`src/rtl/dl_tx_arbiter_gen2.sv`:
```
// dl_tx_arbiter_gen2 -- Data Link TX arbiter.
// Merges replay-buffer TLPs (rb_*), new TLPs (nt_*) and DLLPs (dllp_*) into
// one registered output stream (tx_*) toward the PHY, with valid/ready
// backpressure (tx_ready).
//   clk, rst          : clock, asynchronous active-high reset
//   rb_*  / nt_*      : TLP beat sources (data, valid, end, len, ready)
//   dllp_*            : DLLP body + CRC16, urgent = Ack/Nak
//   replay_active     : blocks new-TLP grants from IDLE
//   tx_*              : output beat, type (1 = TLP), end, len, source
//   starve_event      : pulse when a starved DLLP is promoted and accepted
//   busy              : packet locked or output beat occupied
module dl_tx_arbiter_gen2 #(
    parameter int DATA_W       = 128,
    parameter int LEN_W        = 6,
    parameter int STARVE_LIMIT = 4,
    parameter int STARVE_CNT_W = 3
) (
    input  logic              clk,
    input  logic              rst,
    input  logic [DATA_W-1:0] rb_data,
    input  logic              rb_valid,
    input  logic              rb_end,
    input  logic [LEN_W-1:0]  rb_len,
    output logic              rb_ready,
    input  logic [DATA_W-1:0] nt_data,
    input  logic              nt_valid,
    input  logic              nt_end,
    input  logic [LEN_W-1:0]  nt_len,
    output logic              nt_ready,
    input  logic [31:0]       dllp_data,
    input  logic [15:0]       dllp_crc,
    input  logic              dllp_valid,
    input  logic              dllp_urgent,
    output logic              dllp_ready,
    input  logic              replay_active,
    input  logic              tx_ready,
    output logic [DATA_W-1:0] tx_out,
    output logic              tx_out_valid,
    output logic              tx_type,
    output logic              tx_out_end,
    output logic [LEN_W-1:0]  tx_out_len,
    output logic [1:0]        tx_src,
    output logic              starve_event,
    output logic              busy
);

    typedef enum logic [1:0] {IDLE, LOCK_RB, LOCK_NT} state_t;

    state_t                  state, state_nxt;
    logic [STARVE_CNT_W-1:0] starve_cnt;
    logic                    out_free;
    logic                    promoted;
    logic                    g_rb, g_nt, g_dllp, g_promote;
    logic [DATA_W-1:0]       dllp_beat;

    // Output slot can take a new beat if empty or draining this cycle.
    assign out_free = !tx_out_valid || tx_ready;
    assign promoted = dllp_valid && !dllp_urgent &&
                      (starve_cnt == STARVE_CNT_W'(STARVE_LIMIT));

    always_comb begin
        dllp_beat = '0;
        dllp_beat[DATA_W-1 -: 48] = {dllp_data, dllp_crc};
    end

    // Grant and next state. Grants are gated by rst so readies read 0
    // while reset is held.
    always_comb begin
        g_rb      = 1'b0;
        g_nt      = 1'b0;
        g_dllp    = 1'b0;
        g_promote = 1'b0;
        state_nxt = state;
        if (!rst && out_free) begin
            case (state)
                IDLE: begin
                    if (dllp_valid && dllp_urgent) begin
                        g_dllp = 1'b1;
                    end else if (promoted) begin
                        g_dllp    = 1'b1;
                        g_promote = 1'b1;
                    end else if (rb_valid) begin
                        g_rb = 1'b1;
                        if (!rb_end) state_nxt = LOCK_RB;
                    end else if (nt_valid && !replay_active) begin
                        g_nt = 1'b1;
                        if (!nt_end) state_nxt = LOCK_NT;
                    end else if (dllp_valid) begin
                        g_dllp = 1'b1;
                    end
                end
                LOCK_RB: if (rb_valid) begin
                    g_rb = 1'b1;
                    if (rb_end) state_nxt = IDLE;
                end
                // replay_active is ignored here so an NT packet is never cut.
                LOCK_NT: if (nt_valid) begin
                    g_nt = 1'b1;
                    if (nt_end) state_nxt = IDLE;
                end
                default: state_nxt = IDLE;
            endcase
        end
    end

    assign rb_ready     = g_rb;
    assign nt_ready     = g_nt;
    assign dllp_ready   = g_dllp;
    assign starve_event = g_promote;
    assign busy         = (state != IDLE) || tx_out_valid;

    always_ff @(posedge clk or posedge rst) begin
        if (rst) state <= IDLE;
        else     state <= state_nxt;
    end

    // Counts TLP packets sent past a waiting non-urgent DLLP.
    always_ff @(posedge clk or posedge rst) begin
        if (rst) begin
            starve_cnt <= '0;
        end else if (!dllp_valid || g_dllp) begin
            starve_cnt <= '0;
        end else if (((g_rb && rb_end) || (g_nt && nt_end)) && !dllp_urgent &&
                     (starve_cnt != STARVE_CNT_W'(STARVE_LIMIT))) begin
            starve_cnt <= starve_cnt + 1'b1;
        end
    end

    // Output register: loads on transfer, holds while the PHY stalls.
    always_ff @(posedge clk or posedge rst) begin
        if (rst) begin
            tx_out       <= '0;
            tx_out_valid <= 1'b0;
            tx_type      <= 1'b0;
            tx_out_end   <= 1'b0;
            tx_out_len   <= '0;
            tx_src       <= 2'd0;
        end else if (out_free) begin
            tx_out_valid <= g_rb || g_nt || g_dllp;
            if (g_rb) begin
                tx_out     <= rb_data;
                tx_type    <= 1'b1;
                tx_out_end <= rb_end;
                tx_out_len <= rb_len;
                tx_src     <= 2'd0;
            end else if (g_nt) begin
                tx_out     <= nt_data;
                tx_type    <= 1'b1;
                tx_out_end <= nt_end;
                tx_out_len <= nt_len;
                tx_src     <= 2'd1;
            end else if (g_dllp) begin
                tx_out     <= dllp_beat;
                tx_type    <= 1'b0;
                tx_out_end <= 1'b1;
                tx_out_len <= LEN_W'(2);
                tx_src     <= 2'd2;
            end
        end
    end

endmodule

```
`config.mk`:
```
export PLATFORM = sky130hd
export DESIGN_NAME = dl_tx_arbiter_gen2
export DESIGN_NICKNAME = d
export VERILOG_FILES = /design/src/rtl/dl_tx_arbiter_gen2.sv
export SDC_FILE = /design/constraint.sdc
export NUM_CORES = 1
export LEC_CHECK = 0
export ABC_CLOCK_PERIOD_IN_PS = 16300
export CELL_PAD_IN_SITES_DETAIL_PLACEMENT = 0
export CELL_PAD_IN_SITES_GLOBAL_PLACEMENT = 1
export CORE_AREA = 4 4 183 185
export DETAILED_ROUTE_END_ITERATION = 10
export DIE_AREA = 0 0 187 189
export GPL_TIMING_DRIVEN = 0
export PLACE_DENSITY_LB_ADDON = 0.3
export SLEW_MARGIN = 10
export SYNTH_ARGS = -nofsm -noshare
export SYNTH_HDL_FRONTEND = slang
export SYNTH_SLANG_ARGS = --single-unit
```
`constraint.sdc`:
```
create_clock -name clk -period 16.3 [get_ports clk]
set_input_delay 4.89 -clock clk [delete_from_list [all_inputs] [get_ports clk]]
set_output_delay 4.89 -clock clk [all_outputs]
set_load 0.03 [all_outputs]
```
Sequential cells grouped by signal name:
Scale: 1.5 px per µm. Other sequential cells in the stronger grey, the rest of the logic in the fainter grey.
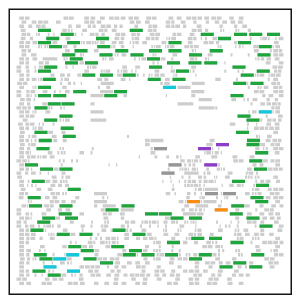
starve_cnt: drawn in purple, flops 3. tx_out: drawn in green, flops 128, where widely spread. tx_src: drawn in orange, flops 2. tx_out_len: drawn in cyan, flops 6.

Routed clock nets over the placement:
Scale: 1.5 px per µm.
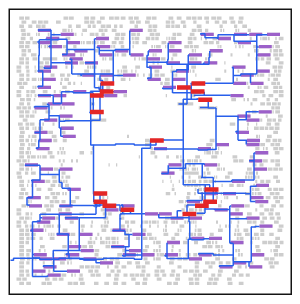
clock wires: drawn in blue, length 2510 µm. flip-flops: drawn in purple, count 144. clock-net drivers: drawn in red, count 17.
Position of the flops: widely spread.

==> run summary <==
Status - completed
GRT busiest layer - met2
Slowest CP cell - clkdlybuf4s50_1
Final Skew - 0.00876 ns
Number of CTS-inserted buffers - 17
Clk tree area frac - 0.0465
Worst path bufs/invs - 7
Core Util, Final - 0.404
Yosys warns - 0
Leakage - 5.23 nW
Comb gate area - 2820 µm²
Cts hold-fix bufs - 0
Clock root buffer - clkbuf_16
Max_cap viols - 0
First-pass GRT wire length - 49300 µm
Post-layout period usage - 0.858
DRT iter0 DRCs - 267
Synth Instances - 732
Final Hold Fails - 0
CTS tree - yes
Die Ht - 189 µm
Worst-Margin Slew - 0.867 ns
Reg clk slew, reported paths - 0.06 ns
Syn Std Cell Area - 7090 µm²
CP top delay family - buffers and inverters
Seq cells - 144
Dominant class by area - non-clock buffers
FFs w/ async S/R, synth - 1.00
WP data required - 11.41 ns
Routed Antenna Nets - 0
Port buffer count - 469
Met2 routed WL - 16900 µm
Setup TNS - 0 ns
Sequential Area - 3600 µm²
Worst r2r path cells - 9
==> layout by cell type, fill, tap and decap left out, drive strengths merged, types with 3 or more instances in the layout <==
| master | count |
|---|---|
| clkdlybuf4s50 | 469 |
| a22oi | 85 |
| buf | 36 |
| clkinvlp | 3 |
| clkinv | 4 |
| clkbuf | 52 |
| dfrtp | 144 |
| nor3 | 98 |
| nand2b | 4 |
| o22a | 48 |
| nand2 | 9 |
| nor2 | 9 |
| inv | 93 |
| a21oi | 3 |
| a22o | 48 |
| nor2b | 3 |
| o21ai | 90 |
| bufinv | 3 |
==> worst max path at each step <==
stage / start / end / slack, ns / cells past startpoint
6_report: rst / rb_ready / 2.32 / 9
5_1_grt: rst / rb_ready / 1.94 / 9
4_1_cts: rst / rb_ready / 2.12 / 9
3_5_place_dp: rst / rb_ready / 2.13 / 9
3_3_place_gp: rst / dllp_ready / -2.14 / 5
2_1_floorplan: rst / starve_event / 1.78 / 4
==> kinds of logic (layout without fill, tap and decap cells) <==
logic type                 after synthesis  count (layout)  synth area share
AOI/OAI and AO/OA                      287             287             0.293
DFF                                    144             144             0.508
muxes                                    2               2           0.00300
xor gates and xnor gates                 1               1           0.00124
adders and majority gates                2               2           0.00353
buffers and inverters                  160             660            0.0941
and+or+nand+nor                        136             136            0.0969
==> flip-flops by register name, summed over array words and instances (netlist names) <==
signal / count
tx_type: 1
tx_out_end: 1
tx_out_valid: 1
tx_src: 2
starve_cnt: 3
state: 2
tx_out_len: 6
tx_out: 128
==> power by group <==
part / internal [mW] / switching [mW] / leakage, nW
sequential: 0.454 / 0.0535 / 1.76
combinational: 0.304 / 0.363 / 3.19
clock: 0.245 / 0.167 / 0.285
Power and IR drop assume default switching activity.
